===== config.mk =====
export PLATFORM = sky130hd
export DESIGN_NAME = range_stream_tx
export DESIGN_NICKNAME = d
export VERILOG_FILES = /design/src/rtl/range_tx_pkg.sv /design/src/rtl/range_tx_fifo.sv /design/src/rtl/range_stream_tx.sv
export SDC_FILE = /design/constraint.sdc
export NUM_CORES = 1
export LEC_CHECK = 0
export CAP_MARGIN = 0
export CORE_MARGIN = 4
export CORE_UTILIZATION = 40
export CTS_BUF_LIST = sky130_fd_sc_hd__clkbuf_16
export DETAILED_ROUTE_END_ITERATION = 8
export GPL_TIMING_DRIVEN = 1
export SLEW_MARGIN = 0
export SYNTH_ARGS = -nofsm -noshare
export SYNTH_HDL_FRONTEND = slang
export SYNTH_SLANG_ARGS = --single-unit

===== constraint.sdc =====
create_clock -name clock -period 3.6 [get_ports clock]
set_clock_uncertainty 0.15 [all_clocks]
set_input_delay 0.72 -clock clock [delete_from_list [all_inputs] [get_ports clock]]
set_output_delay 0.72 -clock clock [all_outputs]
set_load 0.01 [all_outputs]

===== src/rtl/range_tx_pkg.sv =====
// Shared types and default sizes for the range-finder sample-stream transmitter.
package range_tx_pkg;

  localparam int unsigned DefWidth = 8;
  localparam int unsigned DefDepth = 16;
  localparam int unsigned DefPtrW  = $clog2(DefDepth);
  localparam int unsigned DefCntW  = DefPtrW + 1;

  typedef enum logic [2:0] {
    StIdle,
    StFirst,
    StMid,
    StLast,
    StDone
  } tx_state_e;

endpackage


===== src/rtl/range_tx_fifo.sv =====
// Single-clock sample FIFO. Pointers wrap modulo Depth; count is one bit wider than the pointers
// so that full and empty are distinguishable. Pushes when full and pops when empty are ignored.
module range_tx_fifo
  import range_tx_pkg::*;
#(
  parameter int unsigned Width = DefWidth,
  parameter int unsigned Depth = DefDepth,
  localparam int unsigned PtrW = $clog2(Depth),
  localparam int unsigned CntW = PtrW + 1
) (
  input  logic             clk_i,
  input  logic             rst_i,
  input  logic             push_i,
  input  logic [Width-1:0] wdata_i,
  input  logic             pop_i,
  output logic [Width-1:0] rdata_o,
  output logic [CntW-1:0]  count_o,
  output logic             full_o,
  output logic             empty_o
);

  logic [Width-1:0] mem_q [Depth];
  logic [PtrW-1:0]  wr_ptr_q, rd_ptr_q;
  logic [CntW-1:0]  count_q;
  logic             do_push, do_pop;

  assign full_o  = (count_q == CntW'(Depth));
  assign empty_o = (count_q == '0);
  assign do_push = push_i & ~full_o;
  assign do_pop  = pop_i & ~empty_o;
  assign rdata_o = mem_q[rd_ptr_q];
  assign count_o = count_q;

  // Pointer and occupancy bookkeeping.
  always_ff @(posedge clk_i) begin
    if (rst_i) begin
      wr_ptr_q <= '0;
      rd_ptr_q <= '0;
      count_q  <= '0;
    end else begin
      if (do_push) wr_ptr_q <= wr_ptr_q + PtrW'(1);
      if (do_pop)  rd_ptr_q <= rd_ptr_q + PtrW'(1);
      unique case ({do_push, do_pop})
        2'b10:   count_q <= count_q + CntW'(1);
        2'b01:   count_q <= count_q - CntW'(1);
        default: count_q <= count_q;
      endcase
    end
  end

  // Storage array; contents are don't-care until written.
  always_ff @(posedge clk_i) begin
    if (do_push) mem_q[wr_ptr_q] <= wdata_i;
  end

endmodule


===== src/rtl/range_stream_tx.sv =====
// Range-finder stream transmitter: buffers host samples and replays them as one framed burst
// (go on the first sample, finish on the last). Optional feature macro RANGE_TX_CHECK_EN adds a
// running min/max tracker that publishes the expected max-min of the last frame on exp_range.
module range_stream_tx
  import range_tx_pkg::*;
#(
  parameter int unsigned Width = DefWidth,
  parameter int unsigned Depth = DefDepth
) (
  input  logic                   clock,
  input  logic                   reset,
  input  logic                   wr_en,
  input  logic [Width-1:0]       wr_data,
  input  logic                   start,
  output logic [Width-1:0]       data_out,
  output logic                   go,
  output logic                   finish,
  output logic                   busy,
  output logic                   done,
  output logic [$clog2(Depth):0] count,
  output logic                   wr_err,
  output logic                   start_err,
  output logic [Width-1:0]       exp_range
);

  localparam int unsigned CntW = $clog2(Depth) + 1;

  tx_state_e        state_q, state_d;
  logic             start_ok, pop, push;
  logic             fifo_full, fifo_empty;
  logic [Width-1:0] fifo_rdata;
  logic [Width-1:0] data_q;
  logic             wr_err_q, start_err_q;

  // A frame needs at least two samples so that go and finish land on different cycles.
  assign start_ok = (state_q == StIdle) && start && (count >= CntW'(2));
  assign push     = wr_en && (state_q == StIdle) && !fifo_full && !start_ok;

  range_tx_fifo #(
    .Width (Width),
    .Depth (Depth)
  ) u_fifo (
    .clk_i   (clock),
    .rst_i   (reset),
    .push_i  (push),
    .wdata_i (wr_data),
    .pop_i   (pop),
    .rdata_o (fifo_rdata),
    .count_o (count),
    .full_o  (fifo_full),
    .empty_o (fifo_empty)
  );

  // State register.
  always_ff @(posedge clock) begin
    if (reset) state_q <= StIdle;
    else       state_q <= state_d;
  end

  // Next state; each sample is popped on the edge that presents it on data_out.
  always_comb begin
    state_d = state_q;
    pop     = 1'b0;
    unique case (state_q)
      StIdle: begin
        if (start_ok) begin
          pop     = 1'b1;
          state_d = StFirst;
        end
      end
      StFirst, StMid: begin
        pop     = !fifo_empty;
        state_d = (count == CntW'(1)) ? StLast : StMid;
      end
      StLast:  state_d = StDone;
      StDone:  state_d = StIdle;
      default: state_d = StIdle;
    endcase
  end

  // Registered sample output and one-cycle error pulses.
  always_ff @(posedge clock) begin
    if (reset) begin
      data_q      <= '0;
      wr_err_q    <= 1'b0;
      start_err_q <= 1'b0;
    end else begin
      data_q      <= pop ? fifo_rdata : '0;
      wr_err_q    <= wr_en && !push;
      start_err_q <= (state_q == StIdle) && start && (count < CntW'(2));
    end
  end

  assign data_out  = data_q;
  assign go        = (state_q == StFirst);
  assign finish    = (state_q == StLast);
  assign busy      = (state_q != StIdle);
  assign done      = (state_q == StDone);
  assign wr_err    = wr_err_q;
  assign start_err = start_err_q;

`ifdef RANGE_TX_CHECK_EN
  logic [Width-1:0] min_q, max_q, range_q;

  // Track min/max over transmitted samples; publish max-min as the frame enters DONE.
  always_ff @(posedge clock) begin
    if (reset) begin
      min_q   <= '0;
      max_q   <= '0;
      range_q <= '0;
    end else begin
      if (pop) begin
        if (state_q == StIdle) begin
          min_q <= fifo_rdata;
          max_q <= fifo_rdata;
        end else begin
          if (fifo_rdata < min_q) min_q <= fifo_rdata;
          if (fifo_rdata > max_q) max_q <= fifo_rdata;
        end
      end
      if (state_q == StLast) range_q <= max_q - min_q;
    end
  end

  assign exp_range = range_q;
`else
  assign exp_range = '0;
`endif

endmodule

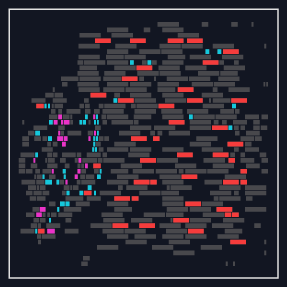
logic_types.png
(2 px per um)
| family | colour | cells | most used |
|---|---|---|---|
| nor cells | cyan | 42 | nor2_1 |
| nand cells | magenta | 21 | nand2_1 |
| mux cells | red | 44 | mux4_2 |
Non-Filler Instances: 638
most numerous logic cell after layout: edfxtp_1
logic share of the area: 0.238

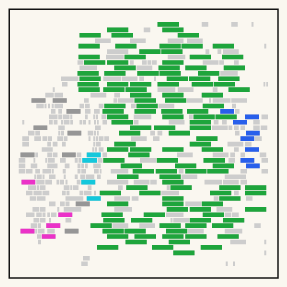
flops_by_reg.png
(2 px per um)
| signal | colour | flops |
|---|---|---|
| data_out | blue | 8 |
| u_fifo.rd_ptr_q | cyan | 4 |
| u_fifo.mem_q | green | 128 |
| u_fifo.count_o | magenta | 5 |
not coloured: 9
sequential group power: 2.19 mW
fin util: 0.489

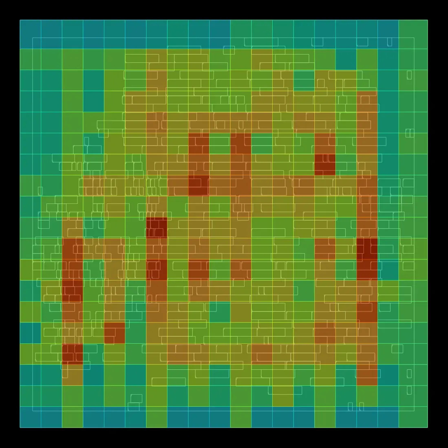
congestion.png
grt met1 use: 0.196
Avg WL per Cell: 19.4 um
met3 Use GR: 0.0412

==> out/metrics.cfg <==
[status]
status = completed

[cts]
clkLatencyLatePin_ns = 0.41
cts_made_buffers = 17
htreeDepth = 4
ctsRootBufferMaster = clkbuf_16
holdBufCountCts = 0
clkSinkCount = 154
cts_resized = 0
clkTransAtPathRegs_ns = 0.06

[power_and_ir_drop]
top_power_group = registers
p_clk_mw = 1.79
powerDensity_nw_per_um2 = 678
p_comb_mw = 1.11
pwr-share-clk = 0.352
ir_drop_mv = 0.516
p_sw_mw = 1.38
p_int_mw = 3.70
pwr-share-seq = 0.430
combPwrFrac = 0.218

[global_routing]
grt_busiest_layer = met2
grt_pass1_vias = 3421
grt_pass1_wl_mm = 19.7
grt_max_degree = 33
grt_util_met2 = 0.240
grt_antenna_before_repair = 0
grt_usage = 0.149
grt.overflow.total = 0

[final_layout]
area_growth_pct = 18.6
finalInstanceArea_um2 = 7490
ff_latch_area_um2 = 4370
clock_area_frac = 0.0798
nClkBuffers = 17
comb_area_um2 = 1780
drive_gt1_frac = 0.204
largest_register_ffs = 128
max_flop_register = u_fifo.mem_q
nNonClkBuffers = 50
buf_share = 0.0601
final_nets = 437
largest_class = sequential cells
antennaDiodeCount = 0

[place]
place_congestion = 0.794
dp.cells = 606
place_ws_ns = 0.335
hpwlAfterDp_mm = 7.95
place_area_um2 = 6890
numPortBuffers = 30

[worst_setup_path]
path_cells = inv_1 -> ha_1 -> nor4bb_1 -> nor2b_1 -> and3_1 -> inv_1 -> ha_1 -> or4b_2 -> a21oi_1 -> xnor2_1 -> nor2_1
worstPathMaxFanout = 9
startpoint = u_fifo.count_o[1]
critical_path_arrival_ns = 3.29
crit_cells = 11
cp-start-kind = flop
critPathSlowestCell = or4b_2
crit_family = simple AND/OR/NAND/NOR gates
r2r_cells = 11
r2r_slack_ns = 0.46
path_buffers = 2

[logic_synthesis]
synth.cellmix.compoundShare = 0.0465
ys_sh_simple = 0.0681
postSynthAreaPerCell_um2 = 17.2
enable_flop_cells = 128
netlist.area_leader.share = 0.608
ff_type = edfxtp_1
yosys-top-cells-area = edfxtp_1 (61%), mux4_2 (11%), dfxtp_1 (8.2%)
synth.most_common_cell = edfxtp_1
xor_share = 0.00693
yosys-top-cells-count = edfxtp_1 (128), mux4_2 (32), dfxtp_1 (26)
yosys_warnings = 0
yosys_area_um2 = 6320
yosysCellCount = 367
ys_sh_adder = 0.0218

[sta]
setup_slack_ns = 0.459
slew_viol_final = 0
max_slew_margin = 0.369
rsz0062_at_grt = false
hold_viol = 0
fin_hold_ws_ns = 0.370
finalCritPeriodShare = 0.872
fmax_ghz = 0.318

[route]
antenna_violating_nets_post_route = 0
dr_wl_met3_um = 529
drcViolationCount = 0
top_layer = met4
m1WireLength_mm = 5.60

[run]
maxCapViolations = 0

[floorplanning]
tap_cells = 211
ioPinCount = 39
fp_util = 0.413

[min_path]
hold_depth = 2
hold_path.startpoint = u_fifo.rd_ptr_q[1]
hold-path-endpoint = u_fifo.rd_ptr_q[1]

Power and IR drop assume default switching activity.
